**src/rtl/apa102_ws2812_bridge.sv**
```systemverilog
// APA102 SPI receiver -> brightness/order remap -> double-buffered WS2812 single-wire transmitter.
// Latency: pin sck edge to bit capture <=4 clk; commit to led_o rising is 1 clk when tx is idle.
// Backpressure: none on the APA102 side; a committed frame not yet sent is superseded (drop pulse).
`timescale 1ns/1ps
module apa102_ws2812_bridge #(
  parameter int LED_CNT   = 7,
  parameter int T0H_CYC   = 4,
  parameter int T1H_CYC   = 8,
  parameter int BIT_CYC   = 12,
  parameter int RST_CYC   = 800,
  parameter int IDLE_CYC  = 4096,
  parameter int OUT_ORDER = 0
) (
  input  logic clk,
  input  logic rst_n,
  input  logic sck,
  input  logic sda,
  input  logic bri_en,
  output logic led_o,
  output logic busy,
  output logic frame_done,
  output logic drop
);

  localparam int IW   = (LED_CNT > 1) ? $clog2(LED_CNT) : 1;
  localparam int TXW  = LED_CNT * 24;
  localparam int BW   = (TXW > 1) ? $clog2(TXW) : 1;
  localparam int CMAX = (RST_CYC > BIT_CYC) ? RST_CYC : BIT_CYC;
  localparam int CW   = $clog2(CMAX + 1);
  localparam int ICW  = $clog2(IDLE_CYC + 1);

  localparam logic [0:0] RX_HUNT = 1'b0;
  localparam logic [0:0] RX_RECV = 1'b1;

  localparam logic [1:0] TX_IDLE  = 2'd0;
  localparam logic [1:0] TX_HIGH  = 2'd1;
  localparam logic [1:0] TX_LOW   = 2'd2;
  localparam logic [1:0] TX_LATCH = 2'd3;

  // synchroniser / edge-detect state
  logic sck_meta_q, sck_meta_d, sck_sync_q, sck_sync_d, sck_prev_q, sck_prev_d;
  logic sda_meta_q, sda_meta_d, sda_sync_q, sda_sync_d;
  logic sck_rise;

  // receiver state
  logic [0:0]     rx_st_q, rx_st_d;
  logic [4:0]     zcnt_q, zcnt_d;
  logic [4:0]     bcnt_q, bcnt_d;
  logic [31:0]    word_q, word_d;
  logic           wvld_q, wvld_d;
  logic [IW-1:0]  idx_q, idx_d;
  logic [ICW-1:0] idle_cnt_q, idle_cnt_d;
  logic [23:0]    rx_buf_q [LED_CNT];
  logic [23:0]    rx_buf_d [LED_CNT];
  logic           pend_q, pend_d;
  logic           fd_q, fd_d;
  logic           drop_q, drop_d;

  // transmitter state
  logic [1:0]     tx_st_q, tx_st_d;
  logic [CW-1:0]  cnt_q, cnt_d;
  logic [BW-1:0]  tx_bit_q, tx_bit_d;
  logic [TXW-1:0] tx_sr_q, tx_sr_d;
  logic           led_q, led_d;

  logic           copy;
  logic [CW-1:0]  th;
  logic [7:0]     b_s, g_s, r_s;
  logic [23:0]    pix;

  // (ch * (bri+1)) >> 5; bri=31 multiplies by 32 and is therefore the identity
  function automatic logic [7:0] scale(input logic [7:0] ch, input logic [4:0] b, input logic en);
    logic [13:0] prod;
    prod = 14'(ch) * 14'({1'b0, b} + 6'd1);
    return en ? prod[12:5] : ch;
  endfunction

  assign sck_rise = sck_sync_q & ~sck_prev_q;

  assign b_s = scale(word_q[23:16], word_q[28:24], bri_en);
  assign g_s = scale(word_q[15:8],  word_q[28:24], bri_en);
  assign r_s = scale(word_q[7:0],   word_q[28:24], bri_en);
  assign pix = (OUT_ORDER != 0) ? {r_s, g_s, b_s} : {g_s, r_s, b_s};

  // copy happens whenever a complete frame waits and the line is free
  assign copy = pend_q && (tx_st_q == TX_IDLE);
  assign th   = tx_sr_q[TXW-1] ? CW'(T1H_CYC) : CW'(T0H_CYC);

  assign led_o      = led_q;
  assign busy       = (tx_st_q != TX_IDLE);
  assign frame_done = fd_q;
  assign drop       = drop_q;

  // two-flop synchronisers plus previous-sample flop for sck edge detection
  always_comb begin
    sck_meta_d = sck;
    sck_sync_d = sck_meta_q;
    sck_prev_d = sck_sync_q;
    sda_meta_d = sda;
    sda_sync_d = sda_meta_q;
  end

  // receiver: start-frame hunt, word assembly, header checks and rx buffer writes
  always_comb begin
    rx_st_d    = rx_st_q;
    zcnt_d     = zcnt_q;
    bcnt_d     = bcnt_q;
    word_d     = word_q;
    wvld_d     = 1'b0;
    idx_d      = idx_q;
    idle_cnt_d = '0;
    rx_buf_d   = rx_buf_q;
    pend_d     = pend_q;
    fd_d       = 1'b0;
    drop_d     = 1'b0;
    if (copy) pend_d = 1'b0;
    if (rx_st_q == RX_HUNT) begin
      if (sck_rise) begin
        if (sda_sync_q) begin
          zcnt_d = '0;
        end else if (zcnt_q == 5'd31) begin
          rx_st_d = RX_RECV;
          zcnt_d  = '0;
          bcnt_d  = '0;
          idx_d   = '0;
        end else begin
          zcnt_d = zcnt_q + 5'd1;
        end
      end
    end else begin
      idle_cnt_d = idle_cnt_q + ICW'(1);
      if (wvld_q) begin
        if (word_q[31:29] == 3'b111) begin
          rx_buf_d[idx_q] = pix;
          // first pixel of a new frame overwrites a frame that never got sent
          if ((idx_q == '0) && pend_q && !copy) begin
            pend_d = 1'b0;
            drop_d = 1'b1;
          end
          if (idx_q == IW'(LED_CNT - 1)) begin
            fd_d    = 1'b1;
            pend_d  = 1'b1;
            rx_st_d = RX_HUNT;
            zcnt_d  = '0;
            idx_d   = '0;
          end else begin
            idx_d = idx_q + IW'(1);
          end
        end else if (word_q == '0) begin
          idx_d = '0;
        end else begin
          rx_st_d = RX_HUNT;
          zcnt_d  = '0;
        end
      end else if (sck_rise) begin
        word_d     = {word_q[30:0], sda_sync_q};
        bcnt_d     = bcnt_q + 5'd1;
        wvld_d     = (bcnt_q == 5'd31);
        idle_cnt_d = '0;
      end else if (idle_cnt_q == ICW'(IDLE_CYC - 1)) begin
        rx_st_d = RX_HUNT;
        zcnt_d  = '0;
      end
    end
  end

  // transmitter: per-bit high/low timing followed by the latch gap
  always_comb begin
    tx_st_d  = tx_st_q;
    cnt_d    = cnt_q + CW'(1);
    tx_bit_d = tx_bit_q;
    tx_sr_d  = tx_sr_q;
    led_d    = led_q;
    case (tx_st_q)
      TX_IDLE: begin
        cnt_d = '0;
        if (copy) begin
          for (int i = 0; i < LED_CNT; i++) begin
            tx_sr_d[TXW-1-24*i -: 24] = rx_buf_q[i];
          end
          tx_bit_d = '0;
          tx_st_d  = TX_HIGH;
          led_d    = 1'b1;
        end
      end
      TX_HIGH: begin
        if (cnt_q == th - CW'(1)) begin
          tx_st_d = TX_LOW;
          led_d   = 1'b0;
          cnt_d   = '0;
        end
      end
      TX_LOW: begin
        if (cnt_q == CW'(BIT_CYC) - th - CW'(1)) begin
          cnt_d = '0;
          if (tx_bit_q == BW'(TXW - 1)) begin
            tx_st_d = TX_LATCH;
          end else begin
            tx_sr_d  = {tx_sr_q[TXW-2:0], 1'b0};
            tx_bit_d = tx_bit_q + BW'(1);
            tx_st_d  = TX_HIGH;
            led_d    = 1'b1;
          end
        end
      end
      TX_LATCH: begin
        if (cnt_q == CW'(RST_CYC - 1)) begin
          tx_st_d = TX_IDLE;
          cnt_d   = '0;
        end
      end
      default: tx_st_d = TX_IDLE;
    endcase
  end

  // state registers; reset drives led_o low immediately
  always_ff @(posedge clk or negedge rst_n) begin
    if (!rst_n) begin
      sck_meta_q <= 1'b0;
      sck_sync_q <= 1'b0;
      sck_prev_q <= 1'b0;
      sda_meta_q <= 1'b0;
      sda_sync_q <= 1'b0;
      rx_st_q    <= RX_HUNT;
      zcnt_q     <= '0;
      bcnt_q     <= '0;
      word_q     <= '0;
      wvld_q     <= 1'b0;
      idx_q      <= '0;
      idle_cnt_q <= '0;
      rx_buf_q   <= '{default: '0};
      pend_q     <= 1'b0;
      fd_q       <= 1'b0;
      drop_q     <= 1'b0;
      tx_st_q    <= TX_IDLE;
      cnt_q      <= '0;
      tx_bit_q   <= '0;
      tx_sr_q    <= '0;
      led_q      <= 1'b0;
    end else begin
      sck_meta_q <= sck_meta_d;
      sck_sync_q <= sck_sync_d;
      sck_prev_q <= sck_prev_d;
      sda_meta_q <= sda_meta_d;
      sda_sync_q <= sda_sync_d;
      rx_st_q    <= rx_st_d;
      zcnt_q     <= zcnt_d;
      bcnt_q     <= bcnt_d;
      word_q     <= word_d;
      wvld_q     <= wvld_d;
      idx_q      <= idx_d;
      idle_cnt_q <= idle_cnt_d;
      rx_buf_q   <= rx_buf_d;
      pend_q     <= pend_d;
      fd_q       <= fd_d;
      drop_q     <= drop_d;
      tx_st_q    <= tx_st_d;
      cnt_q      <= cnt_d;
      tx_bit_q   <= tx_bit_d;
      tx_sr_q    <= tx_sr_d;
      led_q      <= led_d;
    end
  end

endmodule
```
**config.mk**
```make
export PLATFORM = sky130hd
export DESIGN_NAME = apa102_ws2812_bridge
export DESIGN_NICKNAME = d
export VERILOG_FILES = /design/src/rtl/apa102_ws2812_bridge.sv
export SDC_FILE = /design/constraint.sdc
export NUM_CORES = 1
export LEC_CHECK = 0
export CAP_MARGIN = 0
export CORE_MARGIN = 3
export CORE_UTILIZATION = 58
export DETAILED_ROUTE_END_ITERATION = 8
export PLACE_DENSITY = 0.77
export SYNTH_ARGS = -nofsm -noshare
export SYNTH_HDL_FRONTEND = slang
export SYNTH_SLANG_ARGS = --single-unit
```
**constraint.sdc**
```tcl
create_clock -name clk -period 5.05 [get_ports clk]
set_clock_uncertainty 0.2 [all_clocks]
set_input_delay 1.01 -clock clk [delete_from_list [all_inputs] [get_ports clk]]
set_output_delay 1.01 -clock clk [all_outputs]
set_load 0.03 [all_outputs]
```
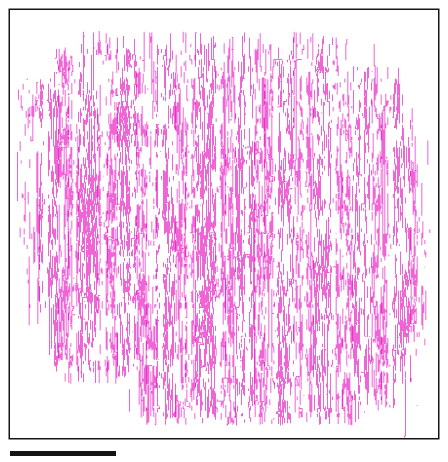
**Above:** run 1 (the metal 2 layer).
The bar under the picture is 50 um long.
The wires run mostly vertical. The layer carries 23.9 mm of wire. 1976 nets have wire on it.
drt total wl: 49.2 mm
DR vias: 15900

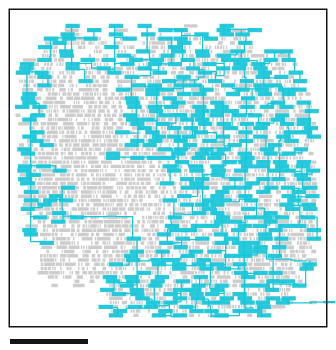
**Above:** run 1 (port wiring).
The bar under the picture is 50 um long.
Key: cyan = rst_n [direction input, end cells 425, buffers 5, wire 2800 um]
IO Port Bufs: 8
I/O Pins: 9

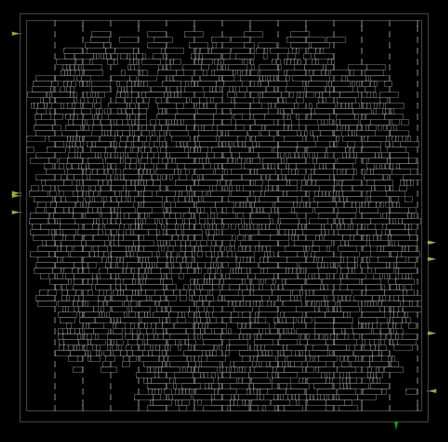
**Above:** run 1 (cell outlines without signal wires).
flop count: 425
Core ar.: 37800 um2
num rows: 71

run 1: placed cells by master, fill, tap and decap left out, types with 21 or more instances in the layout:
| master | count |
|---|---|
| dfrtp_1 | 420 |
| nand2_1 | 404 |
| o21ai_0 | 309 |
| mux2i_1 | 185 |
| inv_1 | 123 |
| nor2_1 | 87 |
| and2_1 | 81 |
| buf_4 | 81 |
| fa_1 | 68 |
| ha_1 | 56 |
| a21oi_1 | 51 |
| clkbuf_16 | 44 |
| mux2_2 | 41 |
| nand3_1 | 25 |
| xor2_1 | 24 |
| xnor2_1 | 23 |
| nor2b_1 | 21 |
==> results.ini, run 1 <==
[setup_path]
path_cells=ha_4, nand3_4, xnor2_4, buf_6, and2_4, fa_1, fa_1, inv_2, fa_1, inv_1, ha_1, a21o_1, a221o_1, a21oi_2, a21o_1, a21oi_2, nand4b_1, buf_6, mux2_4
cp_slowest_cell=fa_1
r2r_slack_ps=70
worst_r2r_endpoint=rx_buf_q[63]$_DFFE_PN0P_
r2r_cells=19
cpMostUsedCell=fa_1
crit_buf_inv=4
crit_path_end=rx_buf_q[63]$_DFFE_PN0P_
r2r_start=word_q[24]$_DFFE_PN0P_
critPathMaxStageDelay_ps=560
crit_fanout=7

[clock_tree]
cts.sinks=425
cts_tree=done
htree_levels=2
post_cts_buffers=3
clkTransAtPathRegs_ps=60
clk_latency_ps=600
cts_buffers=44
postCtsHoldBufs=0
clk_path_buf_depth=3

[cells_and_area]
nFillCells=2816
fin_util_pct=66.4
sh_seq_area_pct=42.4
syn_to_final_growth_pct=12.7
n_antenna_cell=1
regArea_um2=10600
bufAreaShareNonClock_pct=3.72
layout.nets=2404
logic_gate_count=1565
n_all_buffers=107
inverters=124
postLayoutCellArea_um2=25100
layout-drive-gt1-share_pct=11.9
clkbuf_count=68
largest_cell_class=combinational gates
comb_area_um2=10900

[power]
pg_comb_mw=0.124
p_seq_share_pct=50.2
clk-power_mw=3.27
pwr-share-clk_pct=48.0
finalPower_mw=6.83
p_switching_mw=1.47
peakVddDrop_mv=0.237
combPwrFrac_pct=1.8
seq_cell_power_mw=3.43
p_int_mw=5.35

[floorplan]
initCoreUtil_pct=59.0
dieArea_um2=40800
die_y_um=202

[drt]
dr.pass1.iters=6
wl_per_cell_um=17.5
drc=0
avgViaCountPerCell=5.64
wl_met3_mm=2.51
wl_met2_mm=23.9
top_layer_used=met5
met1_length_mm=21.6
drtIter0Drc=1185

[synth]
yosys_area_um2=22300
syn_area_per_cell_um2=9.87
synth_top_cell_by_count=dfrtp_1
synth_warnings=0
syn_nets=2393
ys_types=59
synth.logic.top_family=simple AND/OR/NAND/NOR gates
top_area_share_pct=47.8
simple_gate_share_pct=14.6
ys_seq_share_pct=47.8
ys_top_cells_by_area=dfrtp_1 48%, mux2i_1 8.4%, o21ai_0 7.1%
top_cells_by_count=425 x dfrtp_1, 405 x nand2_1, 314 x o21ai_0, 187 x mux2i_1, 124 x inv_1
ys.flop_type=dfrtp_1
synth_area_um2=22300

[global_route]
grt_remaining_overflow=0
grt_max_degree=235
grtUsageMet2_pct=40.8
grt_pass1_wl_mm=82.2
met3_usage_pct=4.04
global_route.usage.total_pct=24.5
met1_usage_pct=34.0

[timing]
layout_setup_ws_ps=65.3
finalHoldViolCount=0
holdWs_ps=150
slew-limit-headroom_pct=16.7
tightest_slew_ps=1250
setup_tns_ps=0
rsz0062_at_grt=true

[worst_hold_path]
hold_depth=0
min_path_type=register to register

[run_status]
outcome=complete, no violations

[placed_design]
dp_slack_ps=-60.6
globalplace.congestion=0.832

[run]
warning_count=37

## Run 2: what changed since run 1
--- a/config.mk
+++ b/config.mk
@@ -9,7 +9,8 @@
 export CORE_MARGIN = 3
 export CORE_UTILIZATION = 58
 export DETAILED_ROUTE_END_ITERATION = 8
-export PLACE_DENSITY = 0.77
+export PLACE_DENSITY_LB_ADDON = 0.3
+export SKIP_LAST_GASP = 1
 export SYNTH_ARGS = -nofsm -noshare
 export SYNTH_HDL_FRONTEND = slang
 export SYNTH_SLANG_ARGS = --single-unit
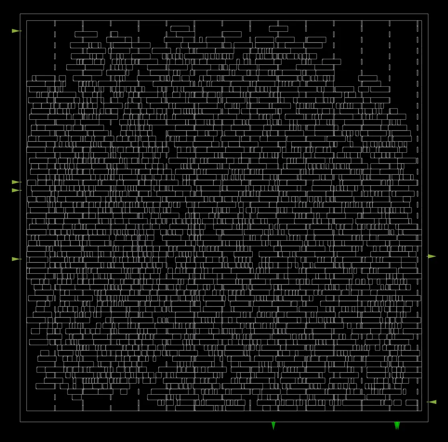
**Above:** run 2 (cell outlines without signal wires).
sequential share of cell area: 42.0%
tap cells: 511

==> run 2 against run 1 <==
  * Cell count hardly changed
  * Fmax is 0.13% higher
  * Sequential cell count stayed put
  * Combinational power hardly changed
  * Sequential share of layout area is 0.47 points lower
  * Non-clock buffer count is 2 higher
  * Area after synthesis stayed put
  * Critical path type unchanged
  * Largest cell class unchanged
==> results.ini, run 2 <==
[drt]
wl_mm=50.2  ; +2.0%
wl_met3_mm=2.39  ; -4.5%
wl_per_cell_um=17.8  ; +1.9%
ant_nets=0
drc=0  ; unchanged
wl_met2_mm=24.2  ; +1.3%
dr.pass1.iters=5  ; -1
top_layer_used=met4
avgViaCountPerCell=5.66  ; +0.41%
drtIter0Drc=1099  ; -7.3%
met1_length_mm=22.3  ; +3.2%

[global_route]
grtUsageMet2_pct=40.2  ; -0.66 points
grt_max_degree=183  ; -22%
grt_pass1_vias=16000
met3_usage_pct=3.75  ; -0.29 points
antenna_found_initial=0
met1_usage_pct=34.2  ; +0.26 points
grt_remaining_overflow=0  ; unchanged
grt_pass1_wl_mm=81.5  ; -0.91%
top_usage_layer=met2

[setup_path]
r2r_cells=20  ; +1
arrival_ps=5240
startpoint_type=register
critPathMaxStageDelay_ps=530  ; -30 ps
path_cells=ha_4, buf_6, xor2_4, buf_6, buf_4, and2_4, fa_1, fa_1, inv_2, fa_1, inv_1, ha_2, a21o_1, a221o_1, a21oi_2, a21o_1, a21oi_1, nand4b_1, buf_6, mux2_2
r2r_slack_ps=70  ; about the same
worst_r2r_endpoint=rx_buf_q[39]$_DFFE_PN0P_
path_depth=20
cp-end-kind=register
cp_slowest_cell=fa_1
r2r_start=word_q[24]$_DFFE_PN0P_
crit_start=word_q[24]$_DFFE_PN0P_
crit_type=register to register
crit_fanout=7  ; unchanged
crit_family=adder cells
crit_buf_inv=6  ; +2
cp.required_ps=5310
crit_path_end=rx_buf_q[39]$_DFFE_PN0P_

[clock_tree]
cts_buffers=44  ; unchanged
htree_levels=2  ; unchanged
post_cts_buffers=2  ; -1
cts.sinks=425  ; unchanged
clk_path_buf_depth=3  ; unchanged
cts_tree=done
clk_latency_ps=600  ; about the same
cts_root_buf=clkbuf_16
clkTransAtPathRegs_ps=60  ; about the same
postCtsHoldBufs=0  ; unchanged
cts-resized-gates=15

[power]
power_leader=the clock network
p_switching_mw=1.51  ; +2.2%
p_per_area_nw_per_um2=278
peakVddDrop_mv=0.295  ; +25%
leakagePower_nw=11.9
pwr-share-clk_pct=49.5  ; +1.5 points
combPwrFrac_pct=1.8  ; about the same
p_seq_share_pct=48.7  ; -1.5 points
pg_comb_mw=0.126  ; about the same
clk-power_mw=3.49  ; +6.7%
swShare_pct=21.4
p_int_mw=5.53  ; +3.4%
seq_cell_power_mw=3.43  ; about the same
finalPower_mw=7.04  ; +3.2%

[worst_hold_path]
min_path_type=register to register
worstHoldStart=sck_meta_q$_DFF_PN0_
hold_depth=0  ; unchanged
whs_endpoint=sck_prev_d$_DFF_PN0_

[cells_and_area]
fin_util_pct=67.2  ; +0.72 points
regArea_um2=10600  ; about the same
fin_cells=2814
mostFrequentLayoutCell=dfrtp_1
mostFrequentLayoutCells=422 x dfrtp_1, 405 x nand2_1, 303 x o21ai_0, 184 x mux2i_1, 121 x inv_1
nFillCells=2863  ; +1.7%
comb_area_um2=11000  ; +0.94%
layout.nets=2406  ; +0.083%
postLayoutCellArea_um2=25400  ; +1.1%
syn_to_final_growth_pct=13.9
layout-drive-gt1-share_pct=12.6  ; +0.77 points
n_antenna_cell=0  ; -1
top_regs=rx_buf_q: 168 flops, tx_sr_q: 168 flops, word_q: 32 flops

[synth]
synth-adder-area-share_pct=9.75
synth_cells=2256
yosysTopAreaCell=dfrtp_1
edf_count=0
synth_top_cell_by_count=dfrtp_1
ys_top_cells_by_area=dfrtp_1 48%, mux2i_1 8.4%, o21ai_0 7.1%
syn_area_per_cell_um2=9.87  ; unchanged
mux_share_pct=10.7
synth-xor-area-share_pct=1.97
synth_warnings=0  ; unchanged
ys_cells=2256
ys_seq_share_pct=47.8  ; unchanged
simple_gate_share_pct=14.6  ; unchanged
async_flop_share_pct=100
synth_area_um2=22300  ; unchanged
ys_ff=425
synth.logic.top_family=simple AND/OR/NAND/NOR gates
synthAoiAreaFrac_pct=10.6
top_cells_by_count=425 x dfrtp_1, 405 x nand2_1, 314 x o21ai_0, 187 x mux2i_1, 124 x inv_1
syn_nets=2393  ; unchanged
ys_types=59  ; unchanged
ys.flop_type=dfrtp_1
yosys_area_um2=22300  ; unchanged
top_area_share_pct=47.8  ; unchanged

[floorplan]
initCoreUtil_pct=59.0  ; unchanged
dieArea_um2=40800  ; unchanged
core_area_um2=37800  ; unchanged
dieWidth_um=202
num_io_pins=9  ; unchanged
die_y_um=202  ; unchanged
rows=71  ; unchanged

[placed_design]
globalplace.congestion=0.873  ; +5.0%
place_area_um2=23100
dp_cells=2712
portBuffers=8  ; unchanged
hpwl_mm=31.7
dp_slack_ps=-91.7  ; -31.1 ps

[timing]
slew-limit-headroom_pct=24.2  ; +7.5 points
period_needed_ps=4980
tightest_slew_ps=1140  ; -107 ps
fmax_ghz=0.201
setup_tns_ps=0  ; unchanged
slew_viol_final=0
finalHoldViolCount=0  ; unchanged
finalClockPeriodUsage_pct=98.6
holdWs_ps=149  ; -0.926 ps
setup_violations=0
rsz0062_at_grt=true
layout_setup_ws_ps=71.6  ; +6.32 ps

[run]
maxCapViolations=0
warning_count=35  ; -5.4%

[run_status]
outcome=complete, no violations

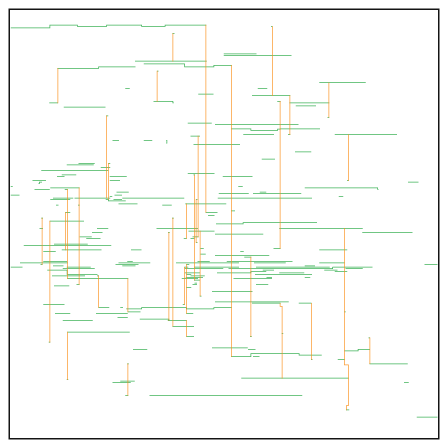
**Above:** run 2 (signal wires by layer).
Only two layers are drawn.
Key: green = metal 3 [wire length 2390 um]; orange = metal 4 [wire length 1240 um]
DR vias: 15900
All-Layer GR Usage: 24.4%

-- run 2: cell count changes in the layout (fill, tap and decap cells not counted), moves of 4 or more --
| cell | before | now |
|---|---|---|
| bufinv_16 | 2 | 7 |
| ha_1 | 56 | 52 |
| clkbuf_8 | 12 | 7 |
| o21ai_0 | 309 | 303 |
| o21ai_1 | 6 | 11 |
-- run 2: layout make-up --
class	count	area share (%)
Timing Repair Buffer	109	4.01
Sequential cell	425	42.0
Tap cell	511	2.52
Inverter	124	1.84
Multi-Input combinational cell	1565	43.5
Clock buffer	61	4.87
Clock inverter	19	1.31
## Run 3: what changed since run 2
--- a/config.mk
+++ b/config.mk
@@ -7,7 +7,8 @@
 export LEC_CHECK = 0
 export CAP_MARGIN = 0
 export CORE_MARGIN = 3
-export CORE_UTILIZATION = 58
+export CORE_UTILIZATION = 60
+export CTS_BUF_LIST = sky130_fd_sc_hd__clkbuf_8
 export DETAILED_ROUTE_END_ITERATION = 8
 export PLACE_DENSITY_LB_ADDON = 0.3
 export SKIP_LAST_GASP = 1
==> constraint.sdc (replaced) <==
create_clock -name clk -period 6 [get_ports clk]
set_clock_uncertainty 0.2 [all_clocks]
set_input_delay 1.2 -clock clk [delete_from_list [all_inputs] [get_ports clk]]
set_output_delay 1.2 -clock clk [all_outputs]
set_load 0.03 [all_outputs]
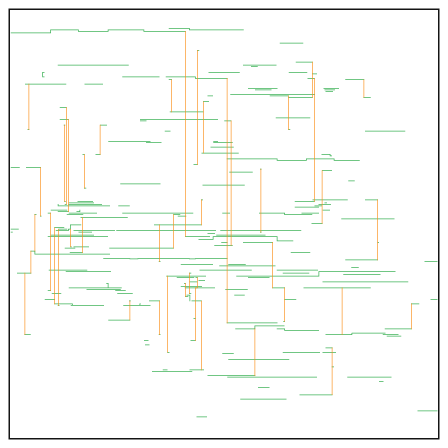
**Above:** run 3 (signal wires by layer).
Only two layers are drawn.
Key: green = metal 3 [wire length 2380 um]; orange = metal 4 [wire length 1220 um]
DR vias: 15800
drt total wl: 47.4 mm
All-Layer GR Usage: 24.8%
WL per Instance: 17.2 um

==> run 3 against run 2 <==
  * Utilization down 0.097 points
  * Clock-buffer cell count up 26
  * Sequential share of layout area up 2.0 points
  * Critical endpoint unchanged
  * Clock power down 25%
  * Critical path type unchanged
  * Largest power group is now sequential cells
  * Worst setup slack better by 350 ps
==> results.ini, run 3 <==
[power]
swShare_pct=22.5  ; +1.1 points
p_switching_mw=1.26  ; -16%
power_leader=sequential cells
pg_comb_mw=0.101  ; -20%
combPwrFrac_pct=1.8  ; about the same
clk-power_mw=2.62  ; -25%
p_seq_share_pct=51.4  ; +2.7 points
p_per_area_nw_per_um2=232  ; -17%
leakagePower_nw=11.5  ; -2.9%
seq_cell_power_mw=2.89  ; -16%
pwr-share-clk_pct=46.8  ; -2.7 points

[clock_tree]
clk_latency_ps=620  ; +20 ps
cts_buffers=71  ; +61%
cts.sinks=425  ; unchanged
clk_path_buf_depth=3  ; unchanged
postCtsHoldBufs=0  ; unchanged
cts-resized-gates=0  ; -15
htree_levels=3  ; +1
cts_root_buf=clkbuf_8
post_cts_buffers=0  ; -2

[setup_path]
cp_slowest_cell=dfrtp_1
arrival_ps=5860  ; +620 ps
path_cells=ha_1, nand3_1, xnor2_1, buf_4, nand2_1, fa_1, inv_1, fa_1, inv_1, fa_1, inv_1, ha_1, a21o_1, a221o_1, a21oi_1, a21o_1, a21oi_1, nand4b_1, mux2_2
critPathMaxStageDelay_ps=570  ; +40 ps
crit_buf_inv=4  ; -2
crit_family=adder cells
startpoint_type=register
r2r_cells=19  ; -5.0%
crit_path_end=rx_buf_q[39]$_DFFE_PN0P_
crit_type=register to register
crit_start=word_q[24]$_DFFE_PN0P_
cp-end-kind=register
worst_r2r_endpoint=rx_buf_q[39]$_DFFE_PN0P_
crit_fanout=12  ; +5
cp.required_ps=6280  ; +970 ps
path_depth=19  ; -5.0%
r2r_start=word_q[24]$_DFFE_PN0P_
r2r_slack_ps=420  ; +350 ps

[cells_and_area]
inverters=124  ; unchanged
bufAreaShareNonClock_pct=1.78  ; -2.2 points
logic_gate_count=1565  ; unchanged
regArea_um2=10600  ; about the same
syn_to_final_growth_pct=8.69
comb_area_um2=10600  ; -3.7%
mostFrequentLayoutCells=425 x dfrtp_1, 404 x nand2_1, 314 x o21ai_0, 187 x mux2i_1, 138 x inv_1
comb_area_share_pct=43.9  ; +0.39 points
mostFrequentLayoutCell=dfrtp_1
top_regs=rx_buf_q: 168 flops, tx_sr_q: 168 flops, word_q: 32 flops
sh_seq_area_pct=44.0  ; +2.0 points
clock_area_share_pct=6.08  ; -0.098 points
n_antenna_cell=0  ; unchanged
nFillCells=2743  ; -4.2%
seq_cell_count=425  ; unchanged
layout-drive-gt1-share_pct=9.23  ; -3.4 points
clkbuf_count=87  ; +43%

[synth]
ys.flop_type=dfrtp_1
yosysTopAreaCell=dfrtp_1
ys_cells=2256  ; unchanged
synth_top_cell_by_count=dfrtp_1
synth-adder-area-share_pct=9.75  ; unchanged
async_flop_share_pct=100  ; unchanged
syn_area_per_cell_um2=9.87  ; unchanged
top_cells_by_count=425 x dfrtp_1, 405 x nand2_1, 314 x o21ai_0, 187 x mux2i_1, 124 x inv_1
synth-xor-area-share_pct=1.97  ; unchanged
edf_count=0  ; unchanged
ys_ff=425  ; unchanged
simple_gate_share_pct=14.6  ; unchanged
syn_nets=2393  ; unchanged
ys_types=59  ; unchanged
top_area_share_pct=47.8  ; unchanged
synth_area_um2=22300  ; unchanged
ys_seq_share_pct=47.8  ; unchanged
synthAoiAreaFrac_pct=10.6  ; unchanged
synth_warnings=0  ; unchanged
synth.logic.top_family=simple AND/OR/NAND/NOR gates
yosys_area_um2=22300  ; unchanged
synth_cells=2256  ; unchanged

[floorplan]
die_y_um=199  ; -1.6%
dieWidth_um=199  ; -1.6%
rows=69  ; -2.8%
initCoreUtil_pct=61.7  ; +2.7 points
dieArea_um2=39500  ; -3.2%
taps=461  ; -9.8%
num_io_pins=9  ; unchanged

[timing]
rsz0062_at_grt=false
tightest_slew_ps=1200  ; +58.6 ps
setup_violations=0  ; unchanged
finalClockPeriodUsage_pct=93.0  ; -5.6 points
slew-limit-headroom_pct=19.6  ; -4.6 points
slew_viol_final=0  ; unchanged
holdWs_ps=146  ; -3.86 ps
finalHoldViolCount=0  ; unchanged

[global_route]
antenna_found_initial=0  ; unchanged
grt_max_degree=259  ; +42%
grt_pass1_wl_mm=79.0  ; -3.0%
grt_remaining_overflow=0  ; unchanged
grt_pass1_vias=15800  ; -1.1%

[worst_hold_path]
min_path_type=register to register
worstHoldStart=sda_meta_q$_DFF_PN0_
whs_endpoint=sda_sync_q$_DFF_PN0_
hold_depth=0  ; unchanged

[drt]
ant_nets=0  ; unchanged
dr.pass1.iters=5  ; unchanged
drc=0  ; unchanged
drtIter0Drc=969  ; -12%

[placed_design]
portBuffers=8  ; unchanged
hpwl_mm=31.2  ; -1.7%

[run_status]
outcome=complete, no violations

[run]
warning_count=35  ; unchanged

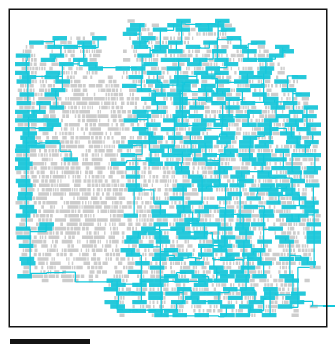
**Above:** run 3 (port wiring).
The bar under the picture is 50 um long.
Key: cyan = rst_n [direction input, end cells 425, buffers 4, wire 2860 um]

[run 3: routing by layer]
layer	global-route usage (%)	up-vias	wire (um)
li1	-	7508	-
met3	4.66	100	2380
met1	34.0	7824	21000
met5	0	-	0
met4	8.54	0	1220
met2	40.4	364	22700
[run 3: per-stage QoR]
stage / util [%] / instance area, um2 / cells / total power [mW] / worst slack, ps
detailed placement: 63.0 / 22700 / 2623 / 3.04 / 503
CTS: 67.1 / 24200 / 2747 / 5.68 / 474
finish: 67.1 / 24200 / 2747 / 5.61 / 421
floorplan: - / 22300 / 2256 / 2.97 / 701
global route: 67.1 / 24200 / 2747 / 5.83 / 99.5
global placement: 63.0 / 22700 / 2623 / 3.04 / 696
No activity file was given, so power comes from the tool's default toggle rates.
